`config.mk`:
```
export PLATFORM = sky130hd
export DESIGN_NAME = fwd_sb
export DESIGN_NICKNAME = d
export VERILOG_FILES = /design/src/rtl/fwd_sb.sv
export SDC_FILE = /design/constraint.sdc
export NUM_CORES = 1
export LEC_CHECK = 0
export CAP_MARGIN = 20
export CORE_AREA = 2 2 144 146
export CTS_CLUSTER_SIZE = 40
export DETAILED_ROUTE_END_ITERATION = 10
export DIE_AREA = 0 0 146 148
export GPL_ROUTABILITY_DRIVEN = 0
export MAX_ROUTING_LAYER = met4
export PLACE_DENSITY = 0.8
export SLEW_MARGIN = 20
export SYNTH_ARGS = -nofsm -noshare
export SYNTH_HDL_FRONTEND = slang
export SYNTH_SLANG_ARGS = --single-unit
```
`constraint.sdc`:
```
create_clock -name clk_i -period 5.3 [get_ports clk_i]
set_input_delay 0.53 -clock clk_i [delete_from_list [all_inputs] [get_ports clk_i]]
set_output_delay 0.53 -clock clk_i [all_outputs]
set_load 0.02 [all_outputs]
```
`src/rtl/fwd_sb.sv`:
```
// Decode-stage operand forwarding, hazard interlock and long-latency busy scoreboard.
// Also keeps a saturating stall-cycle counter and a sticky consecutive-stall watchdog.
module fwd_sb #(
  parameter int XLEN    = 32,
  parameter int NUM_RD  = 2,
  parameter int NUM_STG = 3,
  parameter int CNT_W   = 32,
  parameter int TIMEOUT = 1024
) (
  input  logic                    clk_i,
  input  logic                    rst_n_i,
  input  logic                    flush_i,
  input  logic [5*NUM_RD-1:0]     D_rs_i,
  input  logic [XLEN*NUM_RD-1:0]  D_rs_data_i,
  input  logic                    D_need_rd_i,
  input  logic [4:0]              D_rd_i,
  input  logic [NUM_STG-1:0]      stg_vld_i,
  input  logic [5*NUM_STG-1:0]    stg_rd_i,
  input  logic [NUM_STG-1:0]      stg_rdy_i,
  input  logic [XLEN*NUM_STG-1:0] stg_data_i,
  input  logic                    mc_issue_i,
  input  logic [4:0]              mc_rd_i,
  input  logic                    mc_done_i,
  input  logic [4:0]              mc_done_rd_i,
  input  logic [XLEN-1:0]         mc_done_data_i,
  output logic [XLEN*NUM_RD-1:0]  D_fwd_o,
  output logic                    stall_o,
  output logic [31:0]             busy_o,
  output logic [CNT_W-1:0]        perf_stall_o,
  output logic                    wdog_o
);

  typedef struct packed {
    logic            haz;
    logic [XLEN-1:0] data;
  } fwd_res_t;

  logic [31:0]       busy_q, busy_d;
  logic [CNT_W-1:0]  perf_q;
  logic [15:0]       consec_q;
  logic              wdog_q;
  logic [NUM_RD-1:0] port_haz;
  logic              waw_haz;

  // Resolve one source register: x0, then youngest matching stage, then
  // same-cycle mc write-back, then scoreboard, then the register file.
  function automatic fwd_res_t resolve(input logic [4:0] rs, input logic [XLEN-1:0] rf_data);
    fwd_res_t res;
    logic     found;
    res.haz  = 1'b0;
    res.data = rf_data;
    found    = 1'b0;
    if (rs == 5'd0) begin
      res.data = '0;
    end else begin
      for (int k = 0; k < NUM_STG; k++) begin
        if (!found && stg_vld_i[k] && (stg_rd_i[5*k +: 5] == rs)) begin
          found = 1'b1;
          if (stg_rdy_i[k]) res.data = stg_data_i[XLEN*k +: XLEN];
          else              res.haz  = 1'b1;
        end
      end
      if (!found) begin
        if (mc_done_i && (mc_done_rd_i == rs)) res.data = mc_done_data_i;
        else if (busy_q[rs])                   res.haz  = 1'b1;
      end
    end
    return res;
  endfunction

  // NOTE: every signal written in an always_comb gets a default at the top so no
  // path leaves it unassigned; that is what keeps latches from being inferred.
  always_comb begin
    fwd_res_t res;
    res      = '0;
    port_haz = '0;
    D_fwd_o  = '0;
    for (int r = 0; r < NUM_RD; r++) begin
      res = resolve(D_rs_i[5*r +: 5], D_rs_data_i[XLEN*r +: XLEN]);
      port_haz[r]               = res.haz;
      D_fwd_o[XLEN*r +: XLEN]   = res.data;
    end
  end

  // A write-back landing this cycle retires the pending write, so no WAW stall.
  assign waw_haz = D_need_rd_i && (D_rd_i != 5'd0) && busy_q[D_rd_i] &&
                   !(mc_done_i && (mc_done_rd_i == D_rd_i));
  assign stall_o = (|port_haz) | waw_haz;

  // Done clears before issue sets, so a same-rd collision leaves the bit busy.
  always_comb begin
    busy_d = busy_q;
    if (flush_i) begin
      busy_d = '0;
    end else begin
      if (mc_done_i)  busy_d[mc_done_rd_i] = 1'b0;
      if (mc_issue_i) busy_d[mc_rd_i]      = 1'b1;
    end
    busy_d[0] = 1'b0;
  end

  // NOTE: state registers use non-blocking assignments so every flop samples
  // the pre-edge values, independent of statement order.
  always_ff @(posedge clk_i or negedge rst_n_i) begin
    if (!rst_n_i) begin
      busy_q   <= '0;
      perf_q   <= '0;
      consec_q <= '0;
      wdog_q   <= 1'b0;
    end else begin
      busy_q <= busy_d;
      if (stall_o && !flush_i && (perf_q != '1)) perf_q <= perf_q + CNT_W'(1);
      if (!stall_o || flush_i) begin
        consec_q <= '0;
      end else if (consec_q != '1) begin
        consec_q <= consec_q + 16'd1;
        if ((consec_q + 16'd1) == 16'(TIMEOUT)) wdog_q <= 1'b1;
      end
    end
  end

  assign busy_o       = busy_q;
  assign perf_stall_o = perf_q;
  assign wdog_o       = wdog_q;

endmodule

```
Clock network drawn from the DEF:
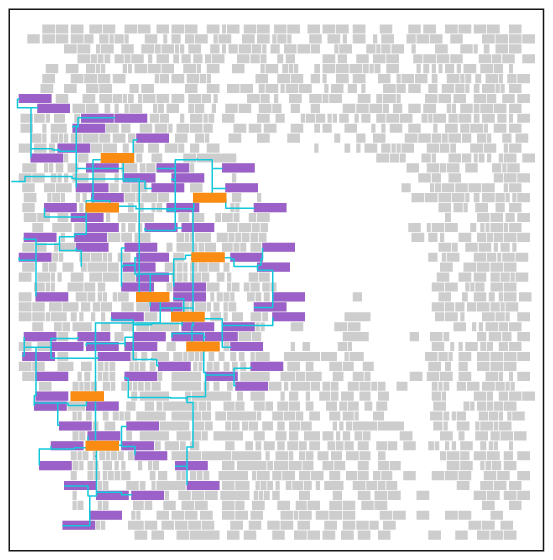
[purple] flip-flops | count: 80
[cyan] clock wires | length: 983 µm
[orange] cells driving clock nets | count: 9
routed clock nets	10

Drive-strength map:
Bar = 50 µm.
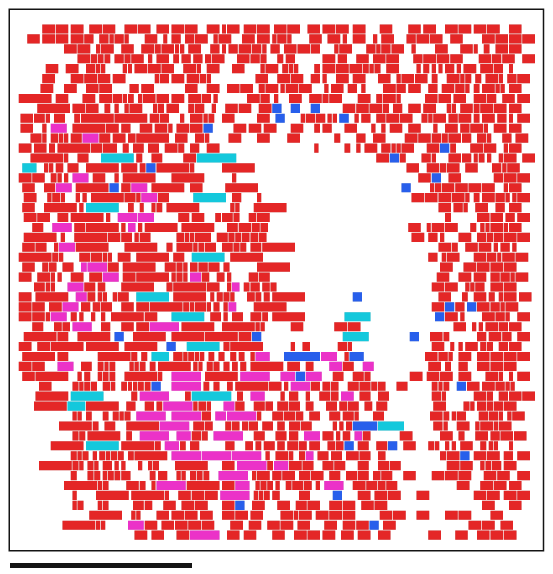
color	size	cells	share
blue	drive 3 to 4	32	2.3%
cyan	drive 6 and up	17	1.2%
magenta	drive 2	63	4.6%
red	drive 1 or less	1256	92%
area delta synth->final: 51.7%
final instance area: 12700 µm²
PnR worst setup slack: 0.485 ns
Plain + repair buffers: 404

==> results.sh <==
# flow metrics
export IMPL_maxPowerGroup="combinational cells"
export IMPL_p_leak_nw=5.11
export IMPL_fp_util=0.417
export IMPL_yosys_area_top_type="dfrtp_1"
export IMPL_die_width_um=146
export IMPL_drt_wl_total_mm=34.5
export IMPL_power_frac_seq=0.318
export IMPL_clock_buffers=12
export IMPL_power_share_clock=0.294
export IMPL_ys_area_um2=8350
export IMPL_reg2reg_depth=8
export IMPL_drv_cap=0
export IMPL_ys_seq_share=0.240
export IMPL_outcome="finished clean"
export IMPL_placed_area_um2=12300
export IMPL_ys_sh_aoi=0.197
export IMPL_synthCells=1040
export IMPL_hpwl_mm=26.7
export IMPL_start_kind="input pin"
export IMPL_port_buffers=372
export IMPL_wl_met3_mm=2.85
export IMPL_antenna_cells=7
export IMPL_critPathLaunch="D_rs_i[0]"
export IMPL_ys_warn_count=0
export IMPL_die_h_um=148
export IMPL_report_final_slew_viol_count=0
export IMPL_cts_hold_buf=0
export IMPL_syn_area_um2=8350
export IMPL_swShare=0.321
export IMPL_min_delay_path_class="input pin to asynchronous set/reset pin"
export IMPL_num_nonclk_inverters=13
export IMPL_fin_crit_sh=0.908
export IMPL_synthTopCellsByCount="129 x nor2_1, 108 x nand2_1, 103 x mux2i_1"
export IMPL_grt_pass1_wl_mm=52.7
export IMPL_synth_top_cell_area_share=0.240
export IMPL_use_met2=0.519
export IMPL_post_cts_buffers=0
export IMPL_drive_gt1_frac=0.0819
export IMPL_logic_gate_count=856
Placement by cell class:
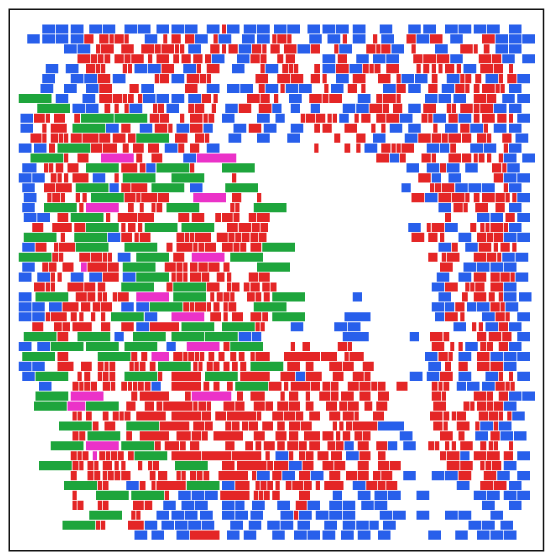
color	class	cells
green	flip-flops	80
red	all other logic	869
magenta	clock drivers and dummy loads	15
blue	other buffers and delay cells	404
Core Box Area: 20000 µm²
flop share of the area: 0.158

Register map, names as in the netlist:
Bar = 50 µm. Other sequential cells in the stronger gray, the rest of the logic in the fainter gray.
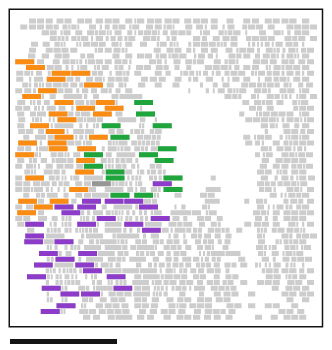
color	signal	flops
orange	perf_stall_o	32
green	consec_q	16
purple	busy_o	31

